### Placed standard cells, run 1

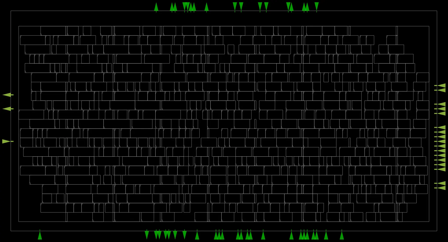
### I/O pins on the die edge, run 1

(4 px per um) Pins as bars across the die edge, other pins in grey.
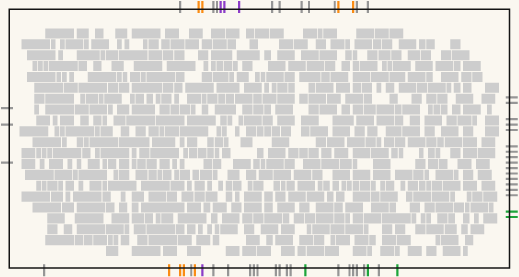
### Logic cells by family, run 1

(4 px per um)
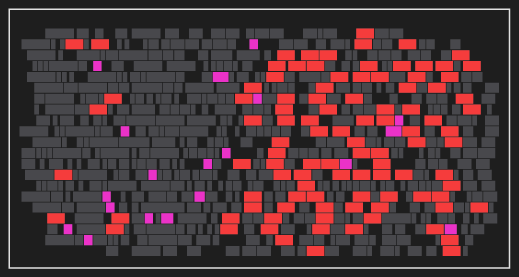
## src/rtl/thermostat_pkg.sv

```systemverilog
// rtl/thermostat_pkg.sv - shared state/mode codes and default thresholds for the multizone thermostat
package thermostat_pkg;

  typedef enum logic [1:0] {
    ST_IDLE = 2'd0,
    ST_HEAT = 2'd1,
    ST_COOL = 2'd2
  } zone_state_t;

  typedef enum logic [1:0] {
    MODE_OFF       = 2'd0,
    MODE_HEAT_ONLY = 2'd1,
    MODE_COOL_ONLY = 2'd2,
    MODE_AUTO      = 2'd3
  } mode_t;

  localparam int DEF_HEAT_ON_TH  = 18;
  localparam int DEF_HEAT_OFF_TH = 20;
  localparam int DEF_COOL_ON_TH  = 22;
  localparam int DEF_COOL_OFF_TH = 20;

endpackage

```

## src/rtl/thermostat_zone.sv

```systemverilog
// rtl/thermostat_zone.sv - one zone: IDLE/HEAT/COOL hysteresis FSM with minimum-dwell counter
module thermostat_zone
  import thermostat_pkg::*;
#(
  parameter int TEMP_W    = 5,
  parameter int DWELL_W   = 8,
  parameter int MIN_DWELL = 16
) (
  input  logic              clk,
  input  logic              rst,
  input  logic [1:0]        mode,
  input  logic [TEMP_W-1:0] temp,
  input  logic [TEMP_W-1:0] heat_on_th,
  input  logic [TEMP_W-1:0] heat_off_th,
  input  logic [TEMP_W-1:0] cool_on_th,
  input  logic [TEMP_W-1:0] cool_off_th,
  input  logic              cfg_bad,
  output logic [1:0]        state_code,
  output logic              next_active,
  output logic              heating,
  output logic              cooling
);

  localparam logic [DWELL_W-1:0] DWELL_MAX = DWELL_W'(MIN_DWELL);

  zone_state_t        state;
  zone_state_t        state_next;
  logic [DWELL_W-1:0] dwell;
  logic               dwell_ok;
  logic               heat_en;
  logic               cool_en;

  always_ff @(posedge clk) begin
    if (rst) begin
      state <= ST_IDLE;
      dwell <= DWELL_MAX;
    end else if (cfg_bad) begin
      state <= ST_IDLE;
      dwell <= '0;
    end else begin
      state <= state_next;
      if (state_next != state) begin
        dwell <= '0;
      end else if (dwell < DWELL_MAX) begin
        dwell <= dwell + 1'b1;
      end
    end
  end

  // Forced exits (OFF, opposing single-direction mode, bad config) skip the dwell check.
  always_comb begin
    state_next = state;
    dwell_ok   = (dwell == DWELL_MAX);
    heat_en    = (mode == MODE_HEAT_ONLY) || (mode == MODE_AUTO);
    cool_en    = (mode == MODE_COOL_ONLY) || (mode == MODE_AUTO);
    case (state)
      ST_IDLE: begin
        if (dwell_ok && heat_en && (temp <= heat_on_th)) begin
          state_next = ST_HEAT;
        end else if (dwell_ok && cool_en && (temp >= cool_on_th)) begin
          state_next = ST_COOL;
        end
      end
      ST_HEAT: begin
        if (!heat_en) begin
          state_next = ST_IDLE;
        end else if (dwell_ok && (temp >= heat_off_th)) begin
          state_next = ST_IDLE;
        end
      end
      ST_COOL: begin
        if (!cool_en) begin
          state_next = ST_IDLE;
        end else if (dwell_ok && (temp <= cool_off_th)) begin
          state_next = ST_IDLE;
        end
      end
      default: state_next = ST_IDLE;
    endcase
    if (cfg_bad) begin
      state_next = ST_IDLE;
    end
  end

  assign state_code  = state;
  assign next_active = (state_next != ST_IDLE);
  assign heating     = (state == ST_HEAT);
  assign cooling     = (state == ST_COOL);

endmodule

```

## src/rtl/thermostat_multizone.sv

```systemverilog
// rtl/thermostat_multizone.sv - N-zone thermostat: threshold check, per-zone FSMs, aggregate activity flag
module thermostat_multizone
  import thermostat_pkg::*;
#(
  parameter int N_ZONES   = 4,
  parameter int TEMP_W    = 5,
  parameter int DWELL_W   = 8,
  parameter int MIN_DWELL = 16
) (
  input  logic                      clk,
  input  logic                      rst,
  input  logic [1:0]                mode,
  input  logic [N_ZONES*TEMP_W-1:0] temperature,
  input  logic [TEMP_W-1:0]         heat_on_th,
  input  logic [TEMP_W-1:0]         heat_off_th,
  input  logic [TEMP_W-1:0]         cool_on_th,
  input  logic [TEMP_W-1:0]         cool_off_th,
  output logic [N_ZONES-1:0]        heating,
  output logic [N_ZONES-1:0]        cooling,
  output logic [2*N_ZONES-1:0]      zone_state,
  output logic                      config_err,
  output logic                      any_active
);

  logic               cfg_bad;
  logic [N_ZONES-1:0] next_active;

  // Thresholds must nest as heat_on < heat_off <= cool_off < cool_on.
  assign cfg_bad = !((heat_on_th < heat_off_th) &&
                     (heat_off_th <= cool_off_th) &&
                     (cool_off_th < cool_on_th));

  for (genvar i = 0; i < N_ZONES; i++) begin : g_zone
    thermostat_zone #(
      .TEMP_W    (TEMP_W),
      .DWELL_W   (DWELL_W),
      .MIN_DWELL (MIN_DWELL)
    ) u_zone (
      .clk         (clk),
      .rst         (rst),
      .mode        (mode),
      .temp        (temperature[i*TEMP_W +: TEMP_W]),
      .heat_on_th  (heat_on_th),
      .heat_off_th (heat_off_th),
      .cool_on_th  (cool_on_th),
      .cool_off_th (cool_off_th),
      .cfg_bad     (cfg_bad),
      .state_code  (zone_state[2*i +: 2]),
      .next_active (next_active[i]),
      .heating     (heating[i]),
      .cooling     (cooling[i])
    );
  end

  always_ff @(posedge clk) begin
    if (rst) begin
      config_err <= 1'b0;
      any_active <= 1'b0;
    end else begin
      config_err <= cfg_bad;
      any_active <= |next_active;
    end
  end

endmodule

```

## config.mk

```make
export PLATFORM = sky130hd
export DESIGN_NAME = thermostat_multizone
export DESIGN_NICKNAME = d
export VERILOG_FILES = /design/src/rtl/thermostat_pkg.sv /design/src/rtl/thermostat_zone.sv /design/src/rtl/thermostat_multizone.sv
export SDC_FILE = /design/constraint.sdc
export NUM_CORES = 1
export LEC_CHECK = 0
export CAP_MARGIN = 20
export CORE_ASPECT_RATIO = 0.5
export CORE_MARGIN = 2
export CORE_UTILIZATION = 57
export CTS_BUF_LIST = sky130_fd_sc_hd__clkbuf_4
export DETAILED_ROUTE_END_ITERATION = 12
export HOLD_SLACK_MARGIN = 0.15
export PLACE_DENSITY = 0.8
export SLEW_MARGIN = 0
export SYNTH_ARGS = -nofsm -noshare
export SYNTH_HDL_FRONTEND = slang
export SYNTH_SLANG_ARGS = --single-unit
```

## constraint.sdc

```tcl
create_clock -name clk -period 2.9 [get_ports clk]
set_input_delay 0.58 -clock clk [delete_from_list [all_inputs] [get_ports clk]]
set_output_delay 0.58 -clock clk [all_outputs]
set_load 0.03 [all_outputs]
```

==> qor.txt, run 1 <==
Seq. pwr - 0.608 mW
Cell Area, Synth - 4150 um^2
Most used DFF post-synth - dfxtp_1
Sequential share of power - 0.366
Max-capacitance violation count - 0
Vias in the first global route - 3934
Setup TNS Final - 0 ps
CTS tree - built
Final-layout clock buffer total - 7
R2r endpoint - any_active
Peak supply drop - 0.442 mV
Worst-margin pin slew - 751 ps
Pre-CTS setup slack - -311 ps
Number of antenna diodes - 0
Post-DP HPWL - 9640 um
Top Layout Cells - ha_1, clkdlybuf4s50_1, buf_4
Leak pwr - 2.46 nW
Final Hold Viols - 0
Iteration tally of the first detailed-router pass - 4
Bufs w/o clock - 122
MI comb cells - 387
Number of I/O pins - 62
R2R Setup Slk - 710 ps
First-pass GRT wire length - 19100 um
Final core occ - 0.786
Number of routed nets with antenna violations - 0
Top Consumer - combinational logic
Hold depth - 2
Avg WL per Cell - 16.6 um
Core ar. - 6860 um^2
Cells after synthesis - 489
GRT met3 Usage - 0.0561
Yosys top cell area share - 0.304
WP buf/inv - 4
Number of antenna violations at the first check in global routing - 0
FF-to-FF path depth - 7
Synth area leaders - ha_1, dfxtp_1, nor2_1
Power consumption - 1.66 mW
Detailed Route Iter0 Violations - 203
Hold_buf cts - 0
Combinational power - 0.673 mW
Placed Area - 5250 um^2
Vias - 4095
Seq area share - 0.156
CP Max Fanout - 7
Metal1 wirelength - 5510 um
Fin Clk Skew - 9.43 ps
Max Fclk - 351 MHz
Yosys chip area - 4150 um^2
Synthesis Warnings - 0
Inst Count DP - 689
Hold Worst Slack - 455 ps
P_clk - 0.382 mW
Chip area - 8020 um^2
Sw Share - 0.329
Ys async rst share - 0
Top sig layer - met4
Top-count cell post-synth - ha_1
Layout area overhead - 29.9%
Reg2reg start - g_zone[3].u_zone.dwell[5]
Combinational Power Share - 0.405
Register area - 841 um^2
Data buffer area share - 0.201
Cell family with most CP delay - AND-OR/OR-AND gates
Hold Path Origin - g_zone[0].u_zone.dwell[5]
RePlAce Congestion - 0.928
Layout cells sized above 1 - 0.150
Routed met3 length - 930 um
H-tree levels - 2
Critical path required time - 3140 ps
Synth cell types - 59
Final Max Slew Viols - 0
Post-Syn Nets - 634
Setup crit start - heat_on_th[4]
GR Overflow Total - 0
Biggest Area Class - combinational gates
Critical-path cell with the highest stage delay - clkdlybuf4s50_1
Psw - 0.547 mW
Clk_lat worst skew - 350 ps
Min cycle time layout - 2850 ps
Tool warnings - 30
Vias per cell - 5.86
Crit path DAT - 3090 ps
Synth Seq Share - 0.203
Clock root buffer master - clkbuf_4
Post-Route WL - 11600 um
Met1 usage - 0.402
DRC - 0
Outcome - finished clean
Yosys top cell by area - ha_1
Worst setup endpoint - g_zone[3].u_zone.dwell[7]
CTS Sinks - 42
EDFF count, synth - 0
Clock transition at path regs - 120 ps
Post-Syn Area per Cell - 8.49 um^2
CP Depth - 12
End of the worst hold path - g_zone[0].u_zone.dwell[5]
Clk cell area share - 0.0153
Cell Chain, Critical Path - clkdlybuf4s50_1 > inv_1 > buf_4 > ha_1 > and3_1 > a211oi_1 > a32o_2 > a221o_1 > a21oi_4 > buf_4 > o211ai_4 > nor2_1
Hold crit path type - flip-flop to flip-flop
Met2 WL - 4890 um
Crit-path most repeated cell - buf_4
Cell total in the yosys stat output - 489
PwrDens - 309 nW/um^2
WS Path Type - input pin to flip-flop
Final WS setup - 51.8 ps
Slowest cell delay on critical path - 490 ps
Inverters, non-clock - 48
Final instance area - 5390 um^2
Back to the opening pictures, 'Placed standard cells':
row cnt: 21
Flops: 42
Fill cells: 472
TAP cells: 92
fin cells: 699

Back to the opening pictures, 'I/O pins on the die edge':
legend:
  heat_off_th:
    colour: green
    pins: 5
    direction: input
    edge: 3 bottom, 2 right
  zone_state:
    colour: orange
    pins: 8
    direction: output
    edge: 4 bottom, 4 top
  heating:
    colour: purple
    pins: 4
    direction: output
    edge: 3 top, 1 bottom
all pins by edge: 25 bottom, 17 top, 17 right, 3 left
port bufs: 61
DIE WIDTH: 125 um
Die Y: 64.3 um

Back to the opening pictures, 'Logic cells by family':
legend:
  AND and OR gates:
    colour: magenta
    cells: 19
    most_used: and2_1
  adder and majority cells:
    colour: red
    cells: 101
    most_used: ha_1
combinational fraction of the cell area: 0.573
most numerous logic cell after layout: ha_1

run 1: registers in the layout, summed over array words and instances, names as in the netlist:
register,cells
g_zone.u_zone.dwell,32
g_zone.u_zone.state_code,8
any_active,1
config_err,1
run 1: kinds of logic after synthesis:
kind of cell             after synthesis  share of synthesized area
buffers and inverters                 60                     0.0633
AND-OR/OR-AND                        105                      0.187
adder cells (fa/ha/maj)              101                      0.304
AND/OR/NAND/NOR                      164                      0.206
multiplexers                           5                     0.0121
XOR/XNOR                              12                     0.0253
flip-flops                            42                      0.203
run 1: timing repair:
action	in CTS	in global routing
setup buffers	0	2
setup endpoints to repair	0	26
gates resized	0	11
### Cell sizes after repair, run 1

(4 px per um)
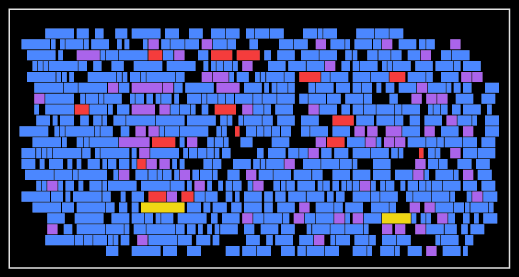

--- run 2 (diff from run 1) ---
Settings changed: CTS_CLUSTER_SIZE set to 10, SLEW_MARGIN 0 to unset, TNS_END_PERCENT set to 50.
### Cell sizes after repair, run 2

(4 px per um)
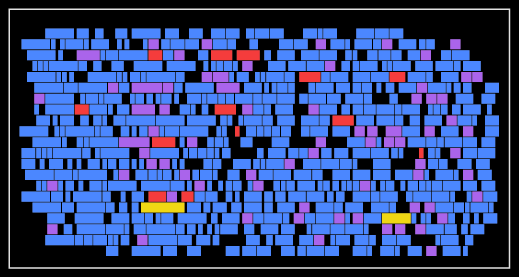
legend:
  drive 1 or less:
    colour: blue
    cells: 518
    share: 85%
    most_used: ha_1
  drive 6 and up:
    colour: yellow
    cells: 2
    share: 0.33%
  drive 2:
    colour: red
    cells: 13
    share: 2.1%
    most_used: a2111oi_2
  drive 3 to 4:
    colour: purple
    cells: 73
    share: 12%
    most_used: buf_4
Layout area overhead: 29.5%
bufs w/o clock: 121

==> qor.txt, run 2 <==
Worst setup endpoint - g_zone[3].u_zone.dwell[7]
Yosys chip area - 4150 um^2
Top-count cell post-synth - ha_1
First-pass GRT wire length - 19100 um
TAP cells - 92
Hold crit path type - flip-flop to flip-flop
Row cnt - 21
Top sig layer - met4
Routed met3 length - 818 um
Clock transition at path regs - 110 ps
Vias in the first global route - 3934
Cell family with most CP delay - AND-OR/OR-AND gates
CTS resizes - 0
Number of routed nets with antenna violations - 0
Biggest Area Class - combinational gates
CTS tree - built
Max Fclk - 349 MHz
Cells after synthesis - 489
Synth cell types - 59
GR Overflow Total - 0
Vias - 4041
Port bufs - 61
Cell Chain, Critical Path - clkdlybuf4s50_1 > inv_1 > buf_4 > ha_1 > and3_1 > a211oi_1 > a32o_2 > a221o_1 > a21oi_4 > buf_4 > o211ai_4 > nor2_1
Post-CTS Setup Bufs - 0
CP Depth - 12
Data buffer area share - 0.200
Crit path DAT - 3110 ps
Peak supply drop - 0.441 mV
Top Layout Cells - ha_1, clkdlybuf4s50_1, buf_4
DIE WIDTH - 125 um
RePlAce Congestion - 0.928
Reg2reg start - g_zone[0].u_zone.dwell[0]
DRC - 0
Vias per cell - 5.79
Fin Clk Skew - 10.2 ps
CTS Sinks - 42
Detailed Route Iter0 Violations - 204
Ys async rst share - 0
Power consumption - 1.66 mW
Flops - 42
Final Hold Viols - 0
GRT met3 Usage - 0.0561
Post-Route WL - 11500 um
Number of antenna violations at the first check in global routing - 0
Post-DP HPWL - 9640 um
Most numerous logic cell after layout - ha_1
Register area - 841 um^2
Met1 usage - 0.402
Min cycle time layout - 2870 ps
Setup crit start - heat_on_th[4]
Slowest cell delay on critical path - 490 ps
Final Max Slew Viols - 0
R2R Setup Slk - 710 ps
Combinational fraction of the cell area - 0.573
Leak pwr - 2.45 nW
R2r endpoint - any_active
Post-Syn Nets - 634
Clk cell area share - 0.0154
Met2 WL - 4900 um
Clock root buffer master - clkbuf_4
Inst Count DP - 689
Most used DFF post-synth - dfxtp_1
Synthesis Warnings - 0
Fill cells - 475
Synth Seq Share - 0.203
Yosys top cell area share - 0.304
Die Y - 64.3 um
Final-layout clock buffer total - 7
Synth area leaders - ha_1, dfxtp_1, nor2_1
Post-Syn Area per Cell - 8.49 um^2
FF-to-FF path depth - 8
Tool warnings - 31
Core ar. - 6860 um^2
EDFF count, synth - 0
Layout cells sized above 1 - 0.145
Hold depth - 2
Outcome - finished clean
Inverters, non-clock - 48
WS Path Type - input pin to flip-flop
Cell Area, Synth - 4150 um^2
Hold_buf cts - 0
Yosys top cell by area - ha_1
Max-capacitance violation count - 0
Cell total in the yosys stat output - 489
Biggest register - g_zone.u_zone.dwell
Number of antenna diodes - 0
PwrDens - 308 nW/um^2
Fin cells - 698
Worst-margin pin slew - 757 ps
### I/O pins on the die edge, run 2

(4 px per um) Pins as bars across the die edge, other pins in grey.
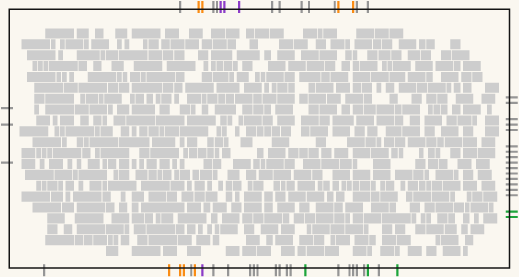
legend:
  heating:
    colour: purple
    pins: 4
    direction: output
    edge: 3 top, 1 bottom
  heat_off_th:
    colour: green
    pins: 5
    direction: input
    edge: 3 bottom, 2 right
  zone_state:
    colour: orange
    pins: 8
    direction: output
    edge: 4 bottom, 4 top
all pins by edge: 25 bottom, 17 top, 17 right, 3 left

==> run 2: report_power, final <==
group	internal [mW]	switching (mW)
registers	0.592	0.0158
clock network	0.202	0.179
logic	0.319	0.348
total	1.11	0.543
==> run 2: cell families after synthesis <==
kind of cell             share of synthesized area
multiplexers                                0.0121
buffers and inverters                       0.0633
AND/OR/NAND/NOR                              0.206
flip-flops                                   0.203
AND-OR/OR-AND                                0.187
adder cells (fa/ha/maj)                      0.304
XOR/XNOR                                    0.0253
==> run 2: stage by stage <==
stage               worst slack (ps)  instance area [um^2]  utilization  hold WS [ps]  TNS, ps
floorplan                        479                  4150            -           421        0
global placement                -279                  5250        0.765           430    -7270
detailed placement              -311                  5250        0.765           435    -8640
CTS                             70.3                  5330        0.777           455        0
global route                   -18.0                  5380        0.784           481    -35.3
finish                          34.8                  5380        0.784           454        0
Power is estimated from default activity; no workload was simulated.
